==> src/rtl/aes_pkg.sv <==
// Shared types for the AES job queue: function codes, the queued job record
// and the issue FSM state encoding.
package aes_pkg;

    localparam int AES_TAGW = 4;

    typedef enum logic [1:0] {
        AES_NONE   = 2'd0,
        AES_ENC    = 2'd1,
        AES_DEC    = 2'd2,
        AES_ENCDEC = 2'd3
    } aes_func_t;

    typedef struct packed {
        logic [AES_TAGW-1:0] tag;
        aes_func_t           func;
        logic [127:0]        key;
        logic [127:0]        text;
    } aes_job_t;

    typedef enum logic [1:0] {
        JQ_IDLE = 2'd0,
        JQ_BUSY = 2'd1,
        JQ_DONE = 2'd2,
        JQ_GAP  = 2'd3
    } jq_state_t;

endpackage

==> src/rtl/aes_job_fifo.sv <==
// Job FIFO with one extra pointer bit so full and empty are distinguished
// without a separate occupancy counter.
module aes_job_fifo
    import aes_pkg::*;
#(
    parameter int DEPTH = 4
) (
    input  logic     eph1,
    input  logic     reset,
    input  logic     push,
    input  aes_job_t push_job,
    input  logic     pop,
    output aes_job_t head_job,
    output logic     full,
    output logic     empty
);

    localparam int AW = $clog2(DEPTH);

    logic [AW:0] wr_ptr;
    logic [AW:0] rd_ptr;
    aes_job_t    mem [DEPTH];

    assign full     = (wr_ptr[AW] != rd_ptr[AW]) && (wr_ptr[AW-1:0] == rd_ptr[AW-1:0]);
    assign empty    = (wr_ptr == rd_ptr);
    assign head_job = mem[rd_ptr[AW-1:0]];

    always_ff @(posedge eph1 or negedge reset) begin
        if (!reset) begin
            wr_ptr <= '0;
            rd_ptr <= '0;
        end else begin
            if (push && !full)
                wr_ptr <= wr_ptr + (AW+1)'(1);
            if (pop && !empty)
                rd_ptr <= rd_ptr + (AW+1)'(1);
        end
    end

    // Payload storage carries no reset; only the pointers define validity.
    always_ff @(posedge eph1) begin
        if (push && !full)
            mem[wr_ptr[AW-1:0]] <= push_job;
    end

endmodule

==> src/rtl/aes_job_queue.sv <==
// Request stage for aes_build: buffers jobs, issues them one at a time with
// a watchdog, and returns captured results with the job tag.
module aes_job_queue
    import aes_pkg::*;
#(
    parameter int DEPTH   = 4,
    parameter int TIMEOUT = 64,
    parameter int TAGW    = AES_TAGW
) (
    input  logic            eph1,
    input  logic            reset,
    input  logic            in_valid,
    output logic            in_ready,
    input  logic [1:0]      in_func,
    input  logic [127:0]    in_key,
    input  logic [127:0]    in_text,
    input  logic [TAGW-1:0] in_tag,
    output logic [1:0]      aes_func,
    output logic [127:0]    aes_key,
    output logic [127:0]    aes_text,
    input  logic            call_complete,
    input  logic [127:0]    ciphertext,
    input  logic [127:0]    plaintext,
    output logic            out_valid,
    input  logic            out_ready,
    output logic [TAGW-1:0] out_tag,
    output logic [1:0]      out_func,
    output logic [127:0]    out_ct,
    output logic [127:0]    out_pt,
    output logic            out_err,
    output logic [7:0]      drop_cnt
);

    localparam int WDW = $clog2(TIMEOUT) + 1;

    jq_state_t       state;
    logic [WDW-1:0]  wdog;
    logic [TAGW-1:0] cur_tag;
    logic [1:0]      cur_func;
    logic            fifo_full;
    logic            fifo_empty;
    logic            push;
    logic            pop;
    aes_job_t        push_job;
    aes_job_t        head_job;

    function automatic logic [7:0] sat_inc8(input logic [7:0] v);
        return (v == 8'hFF) ? v : v + 8'd1;
    endfunction

    assign in_ready = ~fifo_full;
    assign push     = in_valid && in_ready && (in_func != 2'd0);
    assign pop      = (state == JQ_IDLE) && !fifo_empty;

    assign push_job.tag  = AES_TAGW'(in_tag);
    assign push_job.func = aes_func_t'(in_func);
    assign push_job.key  = in_key;
    assign push_job.text = in_text;

    aes_job_fifo #(.DEPTH(DEPTH)) u_fifo (
        .eph1     (eph1),
        .reset    (reset),
        .push     (push),
        .push_job (push_job),
        .pop      (pop),
        .head_job (head_job),
        .full     (fifo_full),
        .empty    (fifo_empty)
    );

    always_ff @(posedge eph1 or negedge reset) begin
        if (!reset) begin
            state     <= JQ_IDLE;
            wdog      <= '0;
            cur_tag   <= '0;
            cur_func  <= 2'd0;
            aes_func  <= 2'd0;
            aes_key   <= '0;
            aes_text  <= '0;
            out_valid <= 1'b0;
            out_err   <= 1'b0;
            out_tag   <= '0;
            out_func  <= 2'd0;
            out_ct    <= '0;
            out_pt    <= '0;
            drop_cnt  <= 8'd0;
        end else begin
            if (in_valid && in_ready && (in_func == 2'd0))
                drop_cnt <= sat_inc8(drop_cnt);

            case (state)
                JQ_IDLE: begin
                    if (!fifo_empty) begin
                        aes_func <= head_job.func;
                        aes_key  <= head_job.key;
                        aes_text <= head_job.text;
                        cur_tag  <= TAGW'(head_job.tag);
                        cur_func <= head_job.func;
                        wdog     <= '0;
                        state    <= JQ_BUSY;
                    end
                end
                JQ_BUSY: begin
                    // Completion wins over a watchdog expiry on the same edge.
                    if (call_complete) begin
                        out_ct    <= ciphertext;
                        out_pt    <= plaintext;
                        out_valid <= 1'b1;
                        out_err   <= 1'b0;
                        out_tag   <= cur_tag;
                        out_func  <= cur_func;
                        aes_func  <= 2'd0;
                        state     <= JQ_DONE;
                    end else if (wdog == WDW'(TIMEOUT - 1)) begin
                        out_ct    <= '0;
                        out_pt    <= '0;
                        out_valid <= 1'b1;
                        out_err   <= 1'b1;
                        out_tag   <= cur_tag;
                        out_func  <= cur_func;
                        aes_func  <= 2'd0;
                        state     <= JQ_DONE;
                    end else begin
                        wdog <= wdog + WDW'(1);
                    end
                end
                JQ_DONE: begin
                    if (out_ready) begin
                        out_valid <= 1'b0;
                        state     <= JQ_GAP;
                    end
                end
                JQ_GAP: begin
                    // aes_func stays 0 here so aes_build sees an edge between jobs.
                    state <= JQ_IDLE;
                end
                default: state <= JQ_IDLE;
            endcase
        end
    end

endmodule

==> config.mk <==
export PLATFORM = sky130hd
export DESIGN_NAME = aes_job_queue
export DESIGN_NICKNAME = d
export VERILOG_FILES = /design/src/rtl/aes_pkg.sv /design/src/rtl/aes_job_fifo.sv /design/src/rtl/aes_job_queue.sv
export SDC_FILE = /design/constraint.sdc
export NUM_CORES = 2
export LEC_CHECK = 0
export ABC_AREA = 1
export ABC_CLOCK_PERIOD_IN_PS = 17750
export CORE_AREA = 3 3 414 416
export CTS_CLUSTER_DIAMETER = 50
export DETAILED_ROUTE_END_ITERATION = 12
export DIE_AREA = 0 0 417 419
export PLACE_DENSITY_LB_ADDON = 0.15
export SYNTH_ARGS = -nofsm -noshare
export SYNTH_HDL_FRONTEND = slang
export SYNTH_SLANG_ARGS = --single-unit
==> constraint.sdc <==
create_clock -name eph1 -period 17.75 [get_ports eph1]
set_clock_uncertainty 0.2 [all_clocks]
set_input_delay 5.325 -clock eph1 [delete_from_list [all_inputs] [get_ports eph1]]
set_output_delay 5.325 -clock eph1 [all_outputs]
set_load 0.01 [all_outputs]
### Routed metal per tile

(1 px per um) The die is cut into 21 by 21 equal tiles; dark blue is low, red is high, scaled to the fullest tile. Values are wire area over tile area, all layers added.
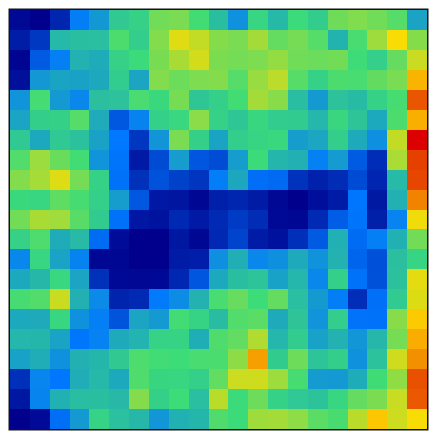
emptiest ninth of the die	center
tiles over half the peak	31%
fullest tile	0.44
mean over tiles	0.18
nearly empty tiles	4.3%
Vias: 39203
WL/cell: 24.1 um

### Cell placement

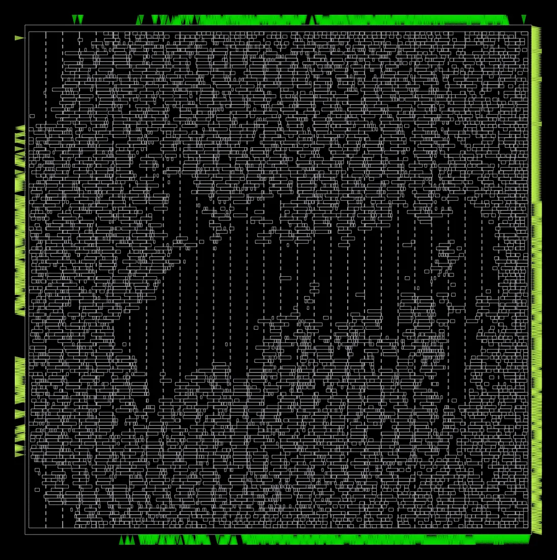
number of tap cells added at floorplan: 2204
Final Core Density: 0.465
number of cells in the finished layout apart from fillers: 7861
flop share of the area: 0.581
fill cell count: 15032

### Routed metal, one color a layer

(1 px per um) Two of the layers only.
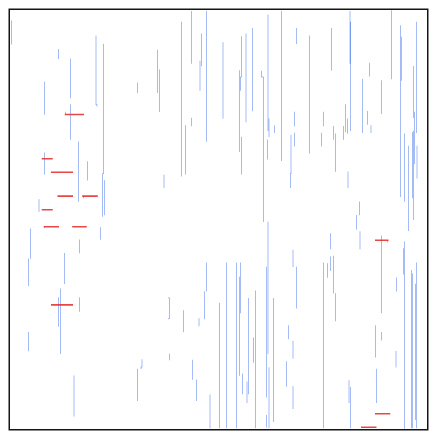
layer	color	wire length
metal 5	red	170 um
metal 4	blue	6930 um
overall fraction of global-route tracks in use: 0.210
final wirelength: 190000 um

### Where the registers sit

(1.5 px per um) Other sequential cells in the stronger gray, the rest of the logic in the fainter gray.
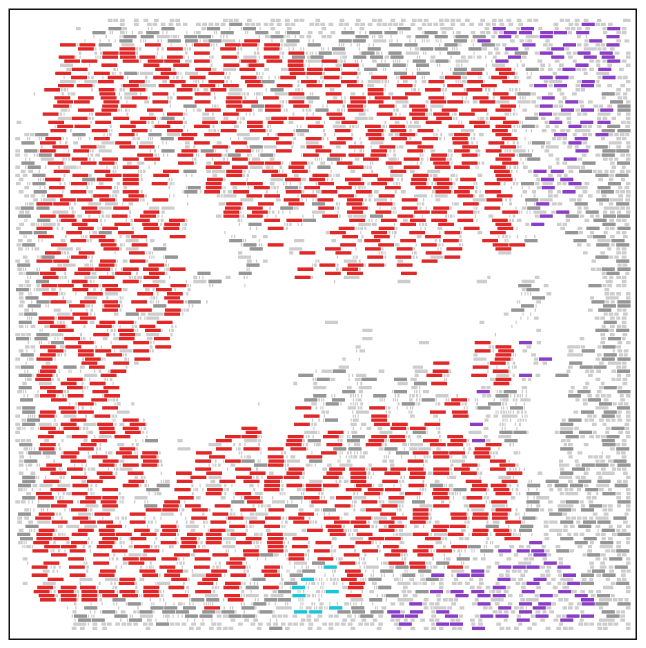
signal	color	placed flops	where
drop_cnt	cyan	8	bottom center
out_pt	purple	128	a vertical strip on the right
u_fifo.mem	red	1048	all over the die

### Port wiring

(1 px per um)
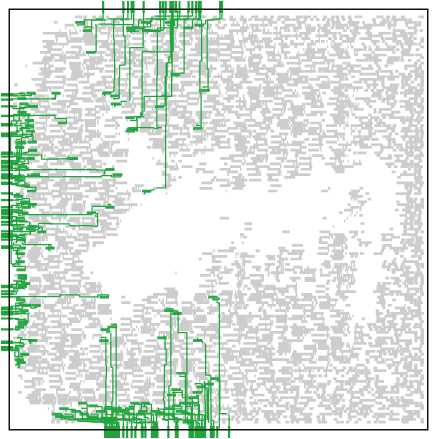
port	color	direction	edge	end cells	wire
aes_key	green	output	60 left, 46 bottom, 22 top	128	7160 um
number of port buffers: 1053
number of primary I/O pins: 1054

==> commit_impl_results.txt <==
Store results of the implementation flow

- Cells along the critical path: inv_8 > nand2_1 > nand2_1 > nand3_1 > clkdlybuf4s50_1
- Critical path arrival: 3380 ps
- The violation tally recorded at the end of detailed-routing iteration 0 is 2842.
- Int Pwr: 9.31 mW
- XOR/XNOR Fraction of Synth Area: 0.00131
* IR drop worst, VDD: 0.184 mV
- Max-cap violations: 0
* Total Neg Setup Slack: 0 ps
* DIE AREA: 0.175 mm2
- STA puts the critical path data required time at 12220 ps.
- Post-cts sizing count: 0
* HPWL Detailed: 118000 um
- Note that the worst hold path type here is reg -> reg.
- Per the detail_route log, the uppermost layer with routed signals is met5.
- Met2 global-route usage: 0.375
- Number of standard-cell rows in the floorplan: 150
* End point of the critical path: in_ready
- For met1 alone, demand over resource in global routing was 0.242.
- The worst-case max-slew headroom was logged as 0.192.
- For reference, the final report shows the max-slew violation count at 0.
- Max power group: sequential cells
- Capture endpoint of the worst hold path: out_tag[0]
- The worst setup path is launched from a flip-flop.
- The die is 417 um wide.
* Cell total after placement: 7470
- Vert. Die Dim: 419 um
* Final period demand of the worst path: 8910 ps
* Area taken by flip-flops and latches: 0.0453 mm2
* CTS tree: done
- The highest clock rate this design can be run at is 112 MHz.
* Fraction of final layout cells with drive strength greater than 1: 0.0614
- The final timing summary puts the cycle share of the worst path at 0.502.
* Dominant logic cell type in the layout: clkdlybuf4s50_1
- Sorting the synthesized cells by how often they occur yields edfxtp_1, nand2_1, dfrtp_1.
- Total power normalized to cell area comes to 184 mW/mm2.
- R2R Path Start: u_fifo.rd_ptr[1]
- The gate-level netlist out of Yosys references 27 unique cell types.
- H-Tree Depth: 4
* Layout area overhead: 32.0%
- The first global-routing pass estimated 272000 um of wire.
* Sum of internal, switching and leakage power: 14.4 mW
- Setup crit end kind: output port
- Flip-flop cell with the highest count after synthesis: edfxtp_1
* Most utilized layer in the global route result: met2
- Counting flops with a built-in enable in the synthesized netlist gives 1048.
- Hold Violations, Final: 0
- Async set-reset flop share out of synthesis: 0.345
* Setup repair after global routing missed its margin: no
- Outcome: finished, final reports clean
- For this design the static power due to leakage is 29.8 nW.
- Combinational family with the most area after synthesis: AND-OR/OR-AND gates
- Share of cell area taken by muxes after synthesis: 0
- Clock latency of the later-clocked register in the worst-skew pair: 820 ps
* Clock Power Share: 0.270
- After clock tree synthesis, the flow added hold-fix buffers numbering 0.
- Most frequently placed logic cells in the final layout: clkdlybuf4s50_1, edfxtp_1, nand2_1
* Most area-hungry cell type in the Yosys netlist: edfxtp_1
* Post-Syn Area per Cell: 13.2 um2
- Post-synthesis simple-gate area fraction: 0.0952
* Worst hold path startpoint: cur_tag[0]
- Post-Synth AOI/OAI Area: 0.111
- Standard cell with the maximum stage delay on the critical path: dfrtp_4
* Fraction of the core area occupied by cells at floorplan: 0.352
- For reference, the critical path is launched at u_fifo.rd_ptr[1].
- Wire length on met1: 73100 um
- Post-synth area hogs: edfxtp_1, dfrtp_1, nand2_1
- The chip area line in the Yosys stat output reads 0.0590 mm2.
- Looking at the clock tree report, the root buffer type is clkbuf_16.
* Worst slack, placed: 8080 ps
* Non-Filler Cell Area, Final: 0.0780 mm2
- The power report attributes to the combinational group a share of 0.344.
- Of the total synthesized cell area, the portion taken by full adders, half adders and majority gates is 0.00212.
* Final antenna-violating net count: 0
- The switching portion of total power comes to 0.352.
- The most common cell in the synthesized netlist is edfxtp_1.
* Sequential area share after synthesis: 0.767
- Placed inst area: 0.0716 mm2
- Worst hold path depth: 2
- Per the layout area report, the combinational gate area comes to 0.0124 mm2.
- The area fraction of the largest cell type after synthesis is 0.533.
- According to the CTS report, the clock sink count is 1599.
- The worst setup path is of the reg -> out kind.
- Number of setup violations in the final report: 0
- For this run, design rule violations remaining after detail routing come to 0.
- Delay of the slowest cell on the worst path: 710 ps
- Across all stage logs, warnings added up to 96.
- After detailed routing, the met2 layer carries 98800 um of wire.
- At the pin with the least slew margin, the transition time is 1210 ps.
- Power attributed to combinational cells: 4.94 mW
- Per STA, the library cell used most along the worst path is nand2_1.
state kept, by name, summed over array words and instances (netlist names), 4 cells and up:
register / count
aes_key: 128
aes_text: 128
cur_tag: 4
drop_cnt: 8
out_ct: 128
out_pt: 128
out_tag: 4
u_fifo.mem: 1048
wdog: 7
worst max-delay path, delay by kind of cell, from the launching register on:
| kind | cells | cell delay, ps |
|---|---|---|
| DFF | 1 | 710 |
| and+or+nand+nor | 3 | 560 |
| buffers and inverters | 2 | 1280 |
area by class of cell:
| cell class | count | share of cell area |
|---|---|---|
| flip-flops and latches | 1599 | 0.581 |
| multi-input cells | 2544 | 0.159 |
| repair buffers | 1092 | 0.141 |
| clock buffers | 259 | 0.0670 |
| well taps | 2204 | 0.0354 |
| clock inverters | 94 | 0.0139 |
| inverters | 31 | 0.00188 |
| diodes | 38 | 0.00122 |
Power and IR drop assume default switching activity.
